===== config.mk =====
export PLATFORM = sky130hd
export DESIGN_NAME = muldiv_ctrl_flat
export DESIGN_NICKNAME = d
export VERILOG_FILES = /design/src/rtl/muldiv_ctrl_if.sv /design/src/rtl/muldiv_ctrl.sv /design/src/flat_wrapper.sv
export SDC_FILE = /design/constraint.sdc
export NUM_CORES = 1
export LEC_CHECK = 0
export ABC_AREA = 1
export CAP_MARGIN = 15
export CORE_ASPECT_RATIO = 0.75
export CORE_MARGIN = 10
export CORE_UTILIZATION = 30
export CTS_CLUSTER_SIZE = 10
export DETAILED_ROUTE_END_ITERATION = 10
export HOLD_SLACK_MARGIN = 0.05
export PLACE_DENSITY = 0.72
export SLEW_MARGIN = 30
export SYNTH_ARGS = -nofsm -noshare
export SYNTH_HDL_FRONTEND = slang
export SYNTH_SLANG_ARGS = --single-unit

===== constraint.sdc =====
create_clock -name clk -period 1.9 [get_ports clk]
set_input_delay 0.285 -clock clk [delete_from_list [all_inputs] [get_ports clk]]
set_output_delay 0.285 -clock clk [all_outputs]
set_load 0.1 [all_outputs]

===== src/rtl/muldiv_ctrl_if.sv =====
// Bundle between the control unit, the muldiv sequencer and the mult/div datapath.
// The sequencer takes the slave view; the control unit / datapath side takes the master view.
interface muldiv_ctrl_if;
  logic        mult_req;
  logic        div_req;
  logic        abort;
  logic [31:0] op_a;
  logic [31:0] op_b;
  logic        hi_wr;
  logic        lo_wr;
  logic [31:0] wr_data;
  logic [31:0] opnd_a;
  logic [31:0] opnd_b;
  logic        mult_init;
  logic        mult_stop;
  logic        div_init;
  logic        div_stop;
  logic [31:0] mult_hi;
  logic [31:0] mult_lo;
  logic [31:0] div_hi;
  logic [31:0] div_lo;
  logic [31:0] hi;
  logic [31:0] lo;
  logic        busy;
  logic        done;
  logic        div_zero;

  modport slave (
    input  mult_req, div_req, abort, op_a, op_b, hi_wr, lo_wr, wr_data,
    input  mult_hi, mult_lo, div_hi, div_lo,
    output opnd_a, opnd_b, mult_init, mult_stop, div_init, div_stop,
    output hi, lo, busy, done, div_zero
  );

  modport master (
    output mult_req, div_req, abort, op_a, op_b, hi_wr, lo_wr, wr_data,
    output mult_hi, mult_lo, div_hi, div_lo,
    input  opnd_a, opnd_b, mult_init, mult_stop, div_init, div_stop,
    input  hi, lo, busy, done, div_zero
  );
endinterface


===== src/rtl/muldiv_ctrl.sv =====
// Multiply/divide sequencer: launches the shared mult or div unit, waits out its
// fixed latency, then commits the result into the architectural HI/LO pair.
module muldiv_ctrl #(
  parameter int MULT_LAT = 35,
  parameter int DIV_LAT  = 34
) (
  input logic          clk,
  input logic          rst,
  muldiv_ctrl_if.slave bus
);
  localparam logic [1:0] S_IDLE  = 2'd0;
  localparam logic [1:0] S_M_RUN = 2'd1;
  localparam logic [1:0] S_D_RUN = 2'd2;
  localparam logic [1:0] S_WB    = 2'd3;

  localparam logic [6:0] MULT_CNT = 7'(MULT_LAT);
  localparam logic [6:0] DIV_CNT  = 7'(DIV_LAT);

  logic [1:0]  state_q, state_d;
  logic [6:0]  cnt_q, cnt_d;
  logic        sel_q, sel_d;
  logic [31:0] opnd_a_q, opnd_a_d;
  logic [31:0] opnd_b_q, opnd_b_d;
  logic [31:0] hi_q, hi_d;
  logic [31:0] lo_q, lo_d;
  logic        mult_init_q, mult_init_d;
  logic        mult_stop_q, mult_stop_d;
  logic        div_init_q, div_init_d;
  logic        div_stop_q, div_stop_d;
  logic        done_q, done_d;
  logic        div_zero_q, div_zero_d;
  logic        accept;

  // A divide by zero is not an accepted request, so mthi/mtlo still land that cycle.
  assign accept = bus.mult_req || (bus.div_req && (bus.op_b != 32'd0));

  always_comb begin
    state_d     = state_q;
    cnt_d       = cnt_q;
    sel_d       = sel_q;
    opnd_a_d    = opnd_a_q;
    opnd_b_d    = opnd_b_q;
    hi_d        = hi_q;
    lo_d        = lo_q;
    mult_init_d = 1'b0;
    mult_stop_d = 1'b0;
    div_init_d  = 1'b0;
    div_stop_d  = 1'b0;
    done_d      = 1'b0;
    div_zero_d  = 1'b0;
    case (state_q)
      S_IDLE: begin
        if (bus.mult_req) begin
          opnd_a_d    = bus.op_a;
          opnd_b_d    = bus.op_b;
          cnt_d       = MULT_CNT;
          sel_d       = 1'b0;
          mult_init_d = 1'b1;
          state_d     = S_M_RUN;
        end else if (bus.div_req) begin
          if (bus.op_b != 32'd0) begin
            opnd_a_d   = bus.op_a;
            opnd_b_d   = bus.op_b;
            cnt_d      = DIV_CNT;
            sel_d      = 1'b1;
            div_init_d = 1'b1;
            state_d    = S_D_RUN;
          end else begin
            div_zero_d = 1'b1;
          end
        end
        if (!accept && bus.hi_wr) hi_d = bus.wr_data;
        if (!accept && bus.lo_wr) lo_d = bus.wr_data;
      end
      S_M_RUN, S_D_RUN: begin
        if (bus.abort) begin
          mult_stop_d = !sel_q;
          div_stop_d  = sel_q;
          state_d     = S_IDLE;
        end else begin
          cnt_d = cnt_q - 7'd1;
          if (cnt_q == 7'd1) state_d = S_WB;
        end
      end
      default: begin
        hi_d    = sel_q ? bus.div_hi : bus.mult_hi;
        lo_d    = sel_q ? bus.div_lo : bus.mult_lo;
        done_d  = 1'b1;
        state_d = S_IDLE;
      end
    endcase
  end

  always_ff @(posedge clk) begin
    if (rst) begin
      state_q     <= S_IDLE;
      cnt_q       <= 7'd0;
      sel_q       <= 1'b0;
      opnd_a_q    <= 32'd0;
      opnd_b_q    <= 32'd0;
      hi_q        <= 32'd0;
      lo_q        <= 32'd0;
      mult_init_q <= 1'b0;
      mult_stop_q <= 1'b0;
      div_init_q  <= 1'b0;
      div_stop_q  <= 1'b0;
      done_q      <= 1'b0;
      div_zero_q  <= 1'b0;
    end else begin
      state_q     <= state_d;
      cnt_q       <= cnt_d;
      sel_q       <= sel_d;
      opnd_a_q    <= opnd_a_d;
      opnd_b_q    <= opnd_b_d;
      hi_q        <= hi_d;
      lo_q        <= lo_d;
      mult_init_q <= mult_init_d;
      mult_stop_q <= mult_stop_d;
      div_init_q  <= div_init_d;
      div_stop_q  <= div_stop_d;
      done_q      <= done_d;
      div_zero_q  <= div_zero_d;
    end
  end

  assign bus.opnd_a    = opnd_a_q;
  assign bus.opnd_b    = opnd_b_q;
  assign bus.mult_init = mult_init_q;
  assign bus.mult_stop = mult_stop_q;
  assign bus.div_init  = div_init_q;
  assign bus.div_stop  = div_stop_q;
  assign bus.hi        = hi_q;
  assign bus.lo        = lo_q;
  assign bus.busy      = (state_q != S_IDLE);
  assign bus.done      = done_q;
  assign bus.div_zero  = div_zero_q;
endmodule


===== src/flat_wrapper.sv =====
// flat-port wrapper written by rule: the top's interface ports become plain ports
module muldiv_ctrl_flat 
#(
  parameter int MULT_LAT = 35,
  parameter int DIV_LAT  = 34
)
  (clk, rst, bus_mult_req, bus_div_req, bus_abort, bus_op_a, bus_op_b, bus_hi_wr, bus_lo_wr, bus_wr_data, bus_mult_hi, bus_mult_lo, bus_div_hi, bus_div_lo, bus_opnd_a, bus_opnd_b, bus_mult_init, bus_mult_stop, bus_div_init, bus_div_stop, bus_hi, bus_lo, bus_busy, bus_done, bus_div_zero);
  muldiv_ctrl_if bus_i ();
  input logic clk;
  input logic rst;
  input wire logic [$bits(bus_i.mult_req)-1:0] bus_mult_req;
  input wire logic [$bits(bus_i.div_req)-1:0] bus_div_req;
  input wire logic [$bits(bus_i.abort)-1:0] bus_abort;
  input wire logic [$bits(bus_i.op_a)-1:0] bus_op_a;
  input wire logic [$bits(bus_i.op_b)-1:0] bus_op_b;
  input wire logic [$bits(bus_i.hi_wr)-1:0] bus_hi_wr;
  input wire logic [$bits(bus_i.lo_wr)-1:0] bus_lo_wr;
  input wire logic [$bits(bus_i.wr_data)-1:0] bus_wr_data;
  input wire logic [$bits(bus_i.mult_hi)-1:0] bus_mult_hi;
  input wire logic [$bits(bus_i.mult_lo)-1:0] bus_mult_lo;
  input wire logic [$bits(bus_i.div_hi)-1:0] bus_div_hi;
  input wire logic [$bits(bus_i.div_lo)-1:0] bus_div_lo;
  output wire logic [$bits(bus_i.opnd_a)-1:0] bus_opnd_a;
  output wire logic [$bits(bus_i.opnd_b)-1:0] bus_opnd_b;
  output wire logic [$bits(bus_i.mult_init)-1:0] bus_mult_init;
  output wire logic [$bits(bus_i.mult_stop)-1:0] bus_mult_stop;
  output wire logic [$bits(bus_i.div_init)-1:0] bus_div_init;
  output wire logic [$bits(bus_i.div_stop)-1:0] bus_div_stop;
  output wire logic [$bits(bus_i.hi)-1:0] bus_hi;
  output wire logic [$bits(bus_i.lo)-1:0] bus_lo;
  output wire logic [$bits(bus_i.busy)-1:0] bus_busy;
  output wire logic [$bits(bus_i.done)-1:0] bus_done;
  output wire logic [$bits(bus_i.div_zero)-1:0] bus_div_zero;
  assign bus_i.mult_req = bus_mult_req;
  assign bus_i.div_req = bus_div_req;
  assign bus_i.abort = bus_abort;
  assign bus_i.op_a = bus_op_a;
  assign bus_i.op_b = bus_op_b;
  assign bus_i.hi_wr = bus_hi_wr;
  assign bus_i.lo_wr = bus_lo_wr;
  assign bus_i.wr_data = bus_wr_data;
  assign bus_i.mult_hi = bus_mult_hi;
  assign bus_i.mult_lo = bus_mult_lo;
  assign bus_i.div_hi = bus_div_hi;
  assign bus_i.div_lo = bus_div_lo;
  assign bus_opnd_a = bus_i.opnd_a;
  assign bus_opnd_b = bus_i.opnd_b;
  assign bus_mult_init = bus_i.mult_init;
  assign bus_mult_stop = bus_i.mult_stop;
  assign bus_div_init = bus_i.div_init;
  assign bus_div_stop = bus_i.div_stop;
  assign bus_hi = bus_i.hi;
  assign bus_lo = bus_i.lo;
  assign bus_busy = bus_i.busy;
  assign bus_done = bus_i.done;
  assign bus_div_zero = bus_i.div_zero;
  muldiv_ctrl #(.MULT_LAT(MULT_LAT), .DIV_LAT(DIV_LAT)) u_core (.clk(clk), .rst(rst), .bus(bus_i));
endmodule

==> impl_metrics.yaml <==
# yosys + openroad results
clock_tree:
  clockBufferDepth: 2
  hold_buffers: 0
placement:
  place_area_sq_um: 10800
  placed_cells: 1659
  pre_cts_ws_ps: -318
synth:
  synthFlopType: "dfxtp_1"
  netlist_area_sq_um: 7060
  ys_ff: 144
  synthArstFlopShare_pct: 0
  synthTopCellsByArea: "dfxtp_1 41%, nor2_1 16%, o21a_1 6.9%, o21ai_0 6.8%, nand2_1 6.8%"
  synth.top_cell.area_share_pct: 40.8
  yosys.area.top_type: "dfxtp_1"
  compound_area_share_pct: 21.5
  ys_cells: 1031
  edf_count: 0
  ys_chip_area_sq_um: 7060
  top_cells_by_count: "298 x nor2_1, 144 x dfxtp_1, 127 x nand2_1, 96 x o21ai_0, 74 x a21oi_1"
  postSynthSeqShare_pct: 40.8
  ys_top_logic_family: "simple AND/OR/NAND/NOR gates"
  top_cell: "nor2_1"
  yosysUniqueCellTypes: 24
finish:
  num-clock-buffers: 18
  seq_share_pct: 25.1
  buf_share_pct: 33.9
  antenna_cells: 0
  n_fill_cell: 2316
  final_cell_mix: "294 x nor2_1, 230 x clkdlybuf4s50_1, 165 x buf_4"
  nNonClkInverters: 19
  logic_gates: 788
  comb_area_sq_um: 3680
  drive_gt1_share_pct: 16.4
  clkCellAreaFrac_pct: 5.10
  fin_nets: 1616
  stdcell_count: 1694
  largest_cell_class: "buffers"
  lay_top_count: "nor2_1"
  buffers: 411
worst_hold_path:
  hp-start: "bus_op_a[25]"
  hold-path-cell-count: 3
  hold_path.class: "in -> reg"
  min_to: "u_core.bus.opnd_a[25]$_SDFFE_PP0P_"
floorplanning:
  chipArea_sq_um: 30100
  num_tap_cells: 300
  io_pins: 366
sta:
  max_freq_ghz: 0.553
  final.period_utilization_pct: 95.2
  setup-tns-final_ps: 0
  worst_pin_slew_ps: 491
  hold_violations: 0
  setup_violations: 0
  slew_headroom_pct: 67.3
  finalWorstSetupSlack_ps: 90.5
job:
  drv_cap: 0
  warnings: 28
setup_path:
  cp-endpoint: "bus_busy"
  cp_max_fo: 17
  ff2ff_setup_slack_ps: 180
  endpoint_kind: "output pin"
  path_buffers: 4
  startpoint: "u_core.state_q[0]$_SDFFE_PP0P_"
  slowest_stage: "dfxtp_1"
  timing.rr.start: "u_core.state_q[0]$_SDFFE_PP0P_"
  worstPathRequired_ps: 1620
  startpoint_type: "register"
  crit_cells: 5
  arrival_ps: 1520
  crit_chain: "inv_1 -> ha_4 -> clkinv_4 -> buf_12 -> buf_12"
power:
  p_per_area_nw_per_um2: 2220
  p_leak_nw: 4.96
  power_frac_seq_pct: 18.0
  power.total_mw: 25.5
status:
  status: "complete, no violations"
detailed_routing:
  wl_met3_mm: 2.07
  dr_wl_met2_mm: 14.8
  detail_route.first_pass.iterations: 5
  via_per_inst: 4.80
  top_layer: "met4"
grt:
  grt_pass1_wl_mm: 45.5
  grt_pass1_vias: 7899
  busiest_layer: "met2"
  grt_overflow: 0
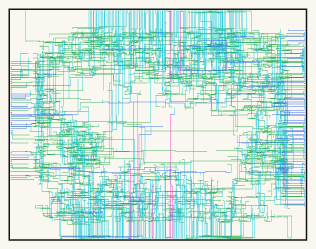
(images/metal_stack.png)
(1.5 px per um)
- blue: met3 (wire length 2070 um)
- magenta: met4 (wire length 560 um)
- cyan: met2 (wire length 14800 um)
- green: met1 (wire length 12500 um)
routed vias: 8125
Total GRT Usage: 19.0%
drt total wl: 29.9 mm
wire per inst: 17.7 um

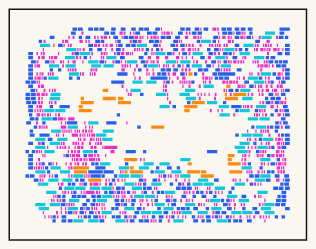
(images/cell_classes.png)
(1.5 px per um)
- cyan: flip-flops (cells 144; share of their area 26%)
- magenta: all other logic (cells 807; share of their area 34%)
- orange: clock drivers and dummy loads (cells 32; share of their area 5.3%)
- blue: other buffers and delay cells (cells 411; share of their area 35%)
post-route cell area: 11500 sq um
row cnt: 48
Finished Core Util: 49.9%
core region area: 23100 sq um

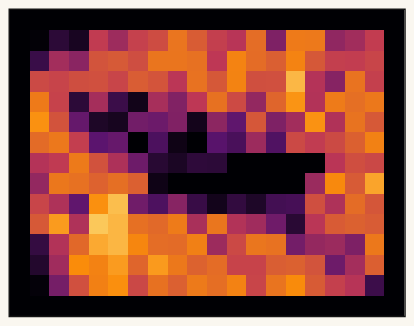
(images/density.png)
(2 px per um) The die is cut into 20 by 15 equal tiles; black is low, pale yellow is high, 0 to 100% covered.
- fullest tile: 88%
- tiles over 75% full: 5.0%
- mean over tiles: 37%
- nearly empty tiles: 27%
floorplan utilization: 30.6%

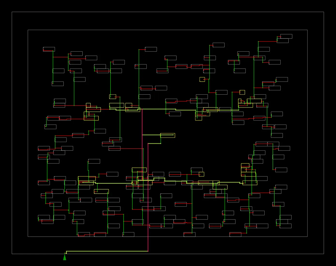
(images/final_clocks.png)
Num CTS Buffers: 17
final clock skew: 10.2 ps
worst skew pair latency: 420 ps
clk sinks: 144
Seq Cell Count: 144

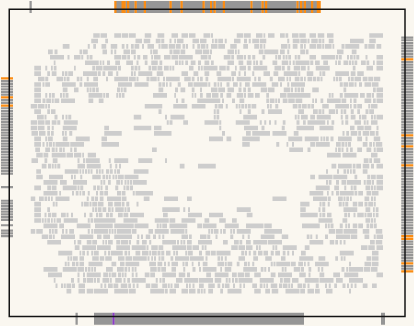
(images/pins.png)
(2 px per um) Pins as bars across the die edge, other pins in gray.
- orange: `bus_div_hi` (pins 32; direction input; edge 21 top, 8 right, 3 left)
- purple: `bus_done` (pins 1; direction output; edge bottom)
- all pins by edge: 117 bottom, 113 top, 87 right, 49 left
Port Buffers: 365
chip height: 153 um
die width: 197 um

Power is estimated from default activity; no workload was simulated.
